==> config.mk <==
export PLATFORM = sky130hd
export DESIGN_NAME = pipe_fetch_decode_skid_flat
export DESIGN_NICKNAME = d
export VERILOG_FILES = /design/src/rtl/pipe_fetch_decode_skid_if.sv /design/src/rtl/pipe_fetch_decode_skid.sv /design/src/flat_wrapper.sv
export SDC_FILE = /design/constraint.sdc
export NUM_CORES = 1
export LEC_CHECK = 0
export CAP_MARGIN = 25
export CORE_ASPECT_RATIO = 0.8
export CORE_MARGIN = 2
export CORE_UTILIZATION = 51
export CTS_CLUSTER_DIAMETER = 40
export DETAILED_ROUTE_END_ITERATION = 7
export HOLD_SLACK_MARGIN = 0.08
export PLACE_DENSITY_LB_ADDON = 0.1
export REMOVE_ABC_BUFFERS = 1
export SYNTH_ARGS = -nofsm -noshare
export SYNTH_HDL_FRONTEND = slang
export SYNTH_SLANG_ARGS = --single-unit
==> constraint.sdc <==
create_clock -name clk -period 2 [get_ports clk]
set_clock_uncertainty 0.05 [all_clocks]
set_input_delay 0.4 -clock clk [delete_from_list [all_inputs] [get_ports clk]]
set_output_delay 0.4 -clock clk [all_outputs]
set_load 0.05 [all_outputs]
==> src/rtl/pipe_fetch_decode_skid_if.sv <==
// Fetch->decode handshake bundle: upstream fetch signals, downstream decode signals and fill level.
// The stage uses the slave modport; whatever drives fetch and consumes decode uses master.
interface pipe_fetch_decode_skid_if #(
  parameter int unsigned INST_WIDTH = 32,
  parameter int unsigned PC_WIDTH   = 10
);
  logic                  in_valid;
  logic                  in_ready;
  logic [INST_WIDTH-1:0] in_inst;
  logic [PC_WIDTH-1:0]   in_pc;
  logic                  out_valid;
  logic                  out_ready;
  logic [INST_WIDTH-1:0] out_inst;
  logic [PC_WIDTH-1:0]   out_pc;
  logic [1:0]            occupancy;

  modport master (
    output in_valid,
    output in_inst,
    output in_pc,
    output out_ready,
    input  in_ready,
    input  out_valid,
    input  out_inst,
    input  out_pc,
    input  occupancy
  );

  modport slave (
    input  in_valid,
    input  in_inst,
    input  in_pc,
    input  out_ready,
    output in_ready,
    output out_valid,
    output out_inst,
    output out_pc,
    output occupancy
  );
endinterface

==> src/rtl/pipe_fetch_decode_skid.sv <==
// Fetch->decode pipeline stage: main register drives decode, skid register absorbs one stall
// cycle so in_ready depends only on registered state.
module pipe_fetch_decode_skid #(
  parameter int unsigned          INST_WIDTH = 32,
  parameter int unsigned          PC_WIDTH   = 10,
  parameter logic [INST_WIDTH-1:0] NOP_INST   = '0
) (
  input  logic                    clk,
  input  logic                    reset,
  input  logic                    flush,
  pipe_fetch_decode_skid_if.slave bus_io
);

  // Encoding equals the number of entries held, so it doubles as occupancy.
  typedef enum logic [1:0] {
    StEmpty = 2'd0,
    StOne   = 2'd1,
    StFull  = 2'd2
  } state_e;

  state_e                state_q, state_d;
  logic [INST_WIDTH-1:0] main_inst_q, main_inst_d;
  logic [PC_WIDTH-1:0]   main_pc_q, main_pc_d;
  logic [INST_WIDTH-1:0] skid_inst_q, skid_inst_d;
  logic [PC_WIDTH-1:0]   skid_pc_q, skid_pc_d;

  logic in_ready, out_valid, in_fire, out_fire;

  assign in_ready  = (state_q != StFull);
  assign out_valid = (state_q != StEmpty);
  assign in_fire   = bus_io.in_valid & in_ready & ~flush;
  assign out_fire  = out_valid & bus_io.out_ready;

  always_comb begin
    state_d     = state_q;
    main_inst_d = main_inst_q;
    main_pc_d   = main_pc_q;
    skid_inst_d = skid_inst_q;
    skid_pc_d   = skid_pc_q;

    if (flush) begin
      // A same-cycle out_fire has already been taken by decode; nothing left to keep.
      state_d     = StEmpty;
      main_inst_d = NOP_INST;
      main_pc_d   = '0;
      skid_inst_d = NOP_INST;
      skid_pc_d   = '0;
    end else begin
      unique case (state_q)
        StEmpty: begin
          if (in_fire) begin
            main_inst_d = bus_io.in_inst;
            main_pc_d   = bus_io.in_pc;
            state_d     = StOne;
          end
        end
        StOne: begin
          if (in_fire && out_fire) begin
            main_inst_d = bus_io.in_inst;
            main_pc_d   = bus_io.in_pc;
          end else if (in_fire) begin
            skid_inst_d = bus_io.in_inst;
            skid_pc_d   = bus_io.in_pc;
            state_d     = StFull;
          end else if (out_fire) begin
            main_inst_d = NOP_INST;
            main_pc_d   = '0;
            state_d     = StEmpty;
          end
        end
        StFull: begin
          if (out_fire) begin
            main_inst_d = skid_inst_q;
            main_pc_d   = skid_pc_q;
            skid_inst_d = NOP_INST;
            skid_pc_d   = '0;
            state_d     = StOne;
          end
        end
        default: begin
          state_d     = StEmpty;
          main_inst_d = NOP_INST;
          main_pc_d   = '0;
          skid_inst_d = NOP_INST;
          skid_pc_d   = '0;
        end
      endcase
    end
  end

  always_ff @(posedge clk) begin
    if (!reset) begin
      state_q     <= StEmpty;
      main_inst_q <= NOP_INST;
      main_pc_q   <= '0;
      skid_inst_q <= NOP_INST;
      skid_pc_q   <= '0;
    end else begin
      state_q     <= state_d;
      main_inst_q <= main_inst_d;
      main_pc_q   <= main_pc_d;
      skid_inst_q <= skid_inst_d;
      skid_pc_q   <= skid_pc_d;
    end
  end

  assign bus_io.in_ready  = in_ready;
  assign bus_io.out_valid = out_valid;
  assign bus_io.out_inst  = main_inst_q;
  assign bus_io.out_pc    = main_pc_q;
  assign bus_io.occupancy = state_q;

endmodule

==> src/flat_wrapper.sv <==
// flat-port wrapper written by rule: the top's interface ports become plain ports
module pipe_fetch_decode_skid_flat 
#(
  parameter int unsigned          INST_WIDTH = 32,
  parameter int unsigned          PC_WIDTH   = 10,
  parameter logic [INST_WIDTH-1:0] NOP_INST   = '0
)
  (clk, reset, flush, bus_io_in_valid, bus_io_in_inst, bus_io_in_pc, bus_io_out_ready, bus_io_in_ready, bus_io_out_valid, bus_io_out_inst, bus_io_out_pc, bus_io_occupancy);
  pipe_fetch_decode_skid_if #(.INST_WIDTH(INST_WIDTH), .PC_WIDTH(PC_WIDTH)) bus_io_i ();
  input  logic clk;
  input  logic reset;
  input  logic flush;
  input wire logic [$bits(bus_io_i.in_valid)-1:0] bus_io_in_valid;
  input wire logic [$bits(bus_io_i.in_inst)-1:0] bus_io_in_inst;
  input wire logic [$bits(bus_io_i.in_pc)-1:0] bus_io_in_pc;
  input wire logic [$bits(bus_io_i.out_ready)-1:0] bus_io_out_ready;
  output wire logic [$bits(bus_io_i.in_ready)-1:0] bus_io_in_ready;
  output wire logic [$bits(bus_io_i.out_valid)-1:0] bus_io_out_valid;
  output wire logic [$bits(bus_io_i.out_inst)-1:0] bus_io_out_inst;
  output wire logic [$bits(bus_io_i.out_pc)-1:0] bus_io_out_pc;
  output wire logic [$bits(bus_io_i.occupancy)-1:0] bus_io_occupancy;
  assign bus_io_i.in_valid = bus_io_in_valid;
  assign bus_io_i.in_inst = bus_io_in_inst;
  assign bus_io_i.in_pc = bus_io_in_pc;
  assign bus_io_i.out_ready = bus_io_out_ready;
  assign bus_io_in_ready = bus_io_i.in_ready;
  assign bus_io_out_valid = bus_io_i.out_valid;
  assign bus_io_out_inst = bus_io_i.out_inst;
  assign bus_io_out_pc = bus_io_i.out_pc;
  assign bus_io_occupancy = bus_io_i.occupancy;
  pipe_fetch_decode_skid #(.INST_WIDTH(INST_WIDTH), .PC_WIDTH(PC_WIDTH), .NOP_INST(NOP_INST)) u_core (.clk(clk), .reset(reset), .flush(flush), .bus_io(bus_io_i));
endmodule
==> impl_metrics.xml <==
<?xml version="1.0" encoding="UTF-8"?>
<metrics>
  <group name="synthesis">
    <metric name="yosys.cell_types.count" unit="">25</metric>
    <metric name="top_cells_by_area" unit="">dfxtp_1 39%, mux2i_1 19%, a22oi_2 8.5%, o2bb2ai_1 8.4%, nor2_1 7.3%</metric>
    <metric name="yosysTopAreaCell" unit="">dfxtp_1</metric>
    <metric name="synthesis.instances" unit="">448</metric>
    <metric name="synth_flops" unit="">86</metric>
    <metric name="netlist_top_cells_count" unit="">86 x dfxtp_1, 86 x nor2_1, 85 x mux2i_1, 42 x and2_1, 42 x o2bb2ai_1</metric>
    <metric name="top_cell_area_share" unit="%">39.16</metric>
    <metric name="ys_cells" unit="">448</metric>
    <metric name="synth_async_sr_flop_share" unit="%">0</metric>
    <metric name="edf_count" unit="">0</metric>
    <metric name="ys_chip_area" unit="sq mm">0.004397</metric>
  </group>
  <group name="placement">
    <metric name="post-place-cells" unit="">627</metric>
    <metric name="place_area" unit="sq mm">0.005502</metric>
    <metric name="dp.final_hpwl" unit="mm">6.756</metric>
    <metric name="gp_congestion" unit="">0.7703</metric>
  </group>
  <group name="clocking">
    <metric name="clk_transition_reported_paths" unit="ps">80</metric>
    <metric name="clock-sinks" unit="">86</metric>
    <metric name="cts_hold_buf" unit="">0</metric>
    <metric name="cts-buffers-inserted" unit="">9</metric>
    <metric name="ctsHtreeMaxLevel" unit="">3</metric>
    <metric name="clock_tree_from_tritoncts" unit="">yes</metric>
    <metric name="clock_latency_at_the_later_pin_of_the_worst_skew_pair" unit="ps">350</metric>
    <metric name="cts.path.max_buffers" unit="">2</metric>
    <metric name="cts_root_buffer" unit="">clkbuf_8</metric>
  </group>
  <group name="job">
    <metric name="openroad.warnings" unit="">25</metric>
  </group>
  <group name="drt">
    <metric name="met2RoutedLength" unit="mm">4.786</metric>
    <metric name="drc" unit="">0</metric>
    <metric name="wire_per_inst" unit="um">16.15</metric>
    <metric name="wl_met3" unit="um">561</metric>
    <metric name="dr.max_layer_used" unit="">met4</metric>
    <metric name="detail-route-antenna-nets" unit="">0</metric>
    <metric name="dr.first_iter.drc_count" unit="">134</metric>
    <metric name="detail_route.vias_per_cell" unit="">5.589</metric>
    <metric name="drt_pre_antenna_iters" unit="">5</metric>
  </group>
  <group name="layout">
    <metric name="final_cell_mix" unit="">86 x nor2_1, 85 x mux2i_1, 84 x dfxtp_1, 50 x clkdlybuf4s50_1</metric>
    <metric name="final-comb-area" unit="sq mm">0.002414</metric>
    <metric name="layout.area.seq" unit="sq mm">0.001729</metric>
    <metric name="syn_to_final_growth" unit="%">32.13</metric>
    <metric name="numSequentialCells" unit="">86</metric>
    <metric name="fin_util" unit="%">68.79</metric>
    <metric name="layout_top_cell_excl_fill_tap" unit="">nor2_1</metric>
    <metric name="design_area" unit="sq mm">0.005809</metric>
    <metric name="layout.filler_cells" unit="">670</metric>
    <metric name="comb-cell-share" unit="%">41.55</metric>
    <metric name="drive_gt1_share" unit="%">15.95</metric>
    <metric name="clock_buffers" unit="">10</metric>
    <metric name="antenna-diode-count" unit="">0</metric>
  </group>
  <group name="final_timing">
    <metric name="whs" unit="ps">450.3</metric>
    <metric name="tns" unit="ps">0</metric>
    <metric name="worst_slew_pin_slew" unit="ps">517.0</metric>
    <metric name="slew_headroom" unit="%">65.48</metric>
    <metric name="setup_viol" unit="">0</metric>
    <metric name="finalClockPeriodUsage" unit="%">97.54</metric>
    <metric name="clock.fmax" unit="GHz">0.5126</metric>
    <metric name="slew_violations" unit="">0</metric>
    <metric name="layout_min_cycle_time" unit="ps">1951</metric>
    <metric name="final_hold_vios" unit="">0</metric>
  </group>
  <group name="grt">
    <metric name="grt_pass1_wl" unit="mm">16.82</metric>
    <metric name="number_of_global_route_vias_before_repair" unit="">3337</metric>
    <metric name="grt_max_degree" unit="">47</metric>
    <metric name="grt_usage" unit="%">22.72</metric>
    <metric name="met1_usage" unit="%">30.91</metric>
    <metric name="globalRouteOverflowTotal" unit="">0</metric>
    <metric name="globalRouteMet3Util" unit="%">6.208</metric>
  </group>
  <group name="critical_path">
    <metric name="crit_path_leading_delay_family" unit="">buffers and inverters</metric>
    <metric name="setup.reg_to_reg.worst_slack" unit="ps">340</metric>
    <metric name="critical_path_arrival" unit="ps">1500</metric>
    <metric name="worst_setup_path_end_kind" unit="">output pin</metric>
    <metric name="timing.critical_path.slowest_stage_cell" unit="">clkdlybuf4s50_1</metric>
    <metric name="crit_chain" unit="">clkdlybuf4s50_1</metric>
    <metric name="worst-path-buf-inv" unit="">1</metric>
    <metric name="path_max_fanout" unit="">2</metric>
    <metric name="startpoint_type" unit="">flip-flop</metric>
    <metric name="worst_path_largest_cell_delay" unit="ps">810</metric>
  </group>
  <group name="pwr">
    <metric name="p_leak" unit="nW">2.494</metric>
    <metric name="power_density" unit="mW/mm^2">634.0</metric>
    <metric name="power" unit="mW">3.683</metric>
  </group>
  <group name="die">
    <metric name="i_o_pins" unit="">93</metric>
    <metric name="die_height" unit="um">87.05</metric>
    <metric name="tap-cell-count" unit="">112</metric>
    <metric name="die_width" unit="um">107.8</metric>
    <metric name="floorplan_utilization" unit="%">52.06</metric>
  </group>
  <group name="run_status">
    <metric name="outcome" unit="">finished, final reports clean</metric>
  </group>
</metrics>
==> report_power, final <==
group / internal, mW / leakage, nW / total (mW) / switching [mW]
logic: 0.312 / 1.69 / 0.695 / 0.383
registers: 1.74 / 0.696 / 1.76 / 0.0215
clock network: 0.608 / 0.103 / 1.23 / 0.622
==> worst paths after layout <==
path	start	endpoint	cells past startpoint
max	u_core.bus_io.out_pc[6]	bus_io_out_pc[6]	1
min	u_core.skid_inst_q[13]	u_core.skid_inst_q[13]	2
max reg2reg	u_core.bus_io.occupancy[1]	u_core.bus_io.out_pc[0]	6
min reg2reg	u_core.skid_inst_q[13]	u_core.skid_inst_q[13]	2
==> cell families after synthesis <==
group                  synth area share [%]
and+or+nand+nor                       15.20
buffers and inverters                 6.147
AOI/OAI and AO/OA                     20.15
DFF                                   39.16
muxes                                 19.35
### PDN straps and rails

The bar under the picture is 20 um long. Pins as bars on the die edge.
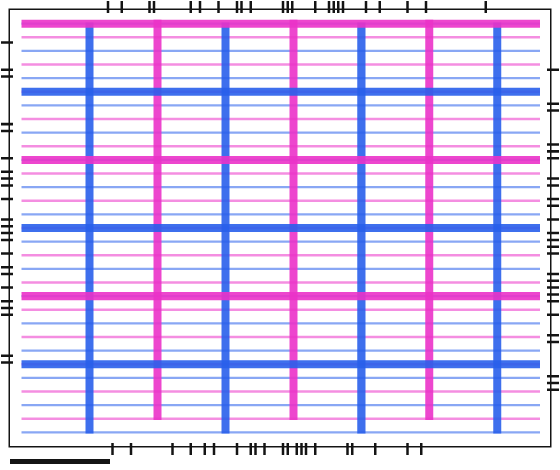
[blue] VSS
[magenta] VDD
rows: 30
met5 straps: 6
signal pins: 93

### Placed cells, one colour a class

The bar under the picture is 20 um long.
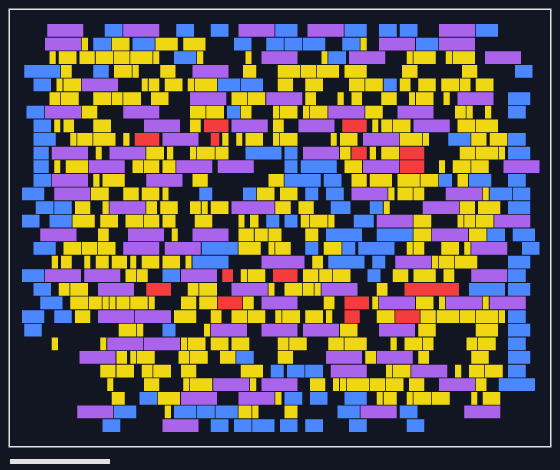
[red] clock drivers and dummy loads | cells: 15 | share of their area: 3.5%
[blue] other buffers and delay cells | cells: 117 | share of their area: 23%
[purple] flip-flops | cells: 86 | share of their area: 31%
[yellow] all other logic | cells: 315 | share of their area: 43%

### Clock network drawn from the DEF

The bar under the picture is 20 um long.
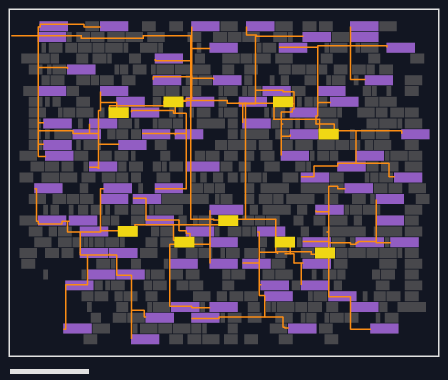
[orange] clock wires | length: 1060 um
[purple] flip-flops | count: 86
[yellow] cells driving clock nets | count: 9
routed clock nets: 10
flops lie: widely spread

### Routed metal, one colour a layer

Only two layers are drawn.
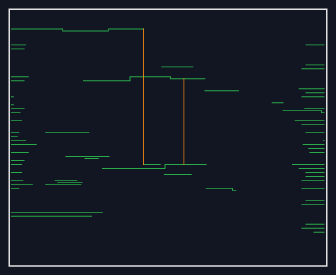
[orange] met4 | wire length: 75.5 um
[green] met3 | wire length: 561 um

### Cell outlines without signal wires

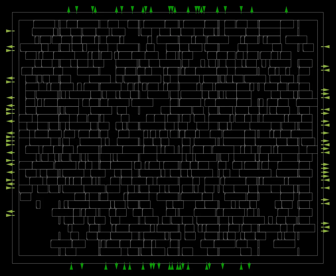
share of the final layout cell area in sequential cells: 29.77%
Core ar.: 0.008446 sq mm
row cnt: 30

Power and IR drop assume default switching activity.
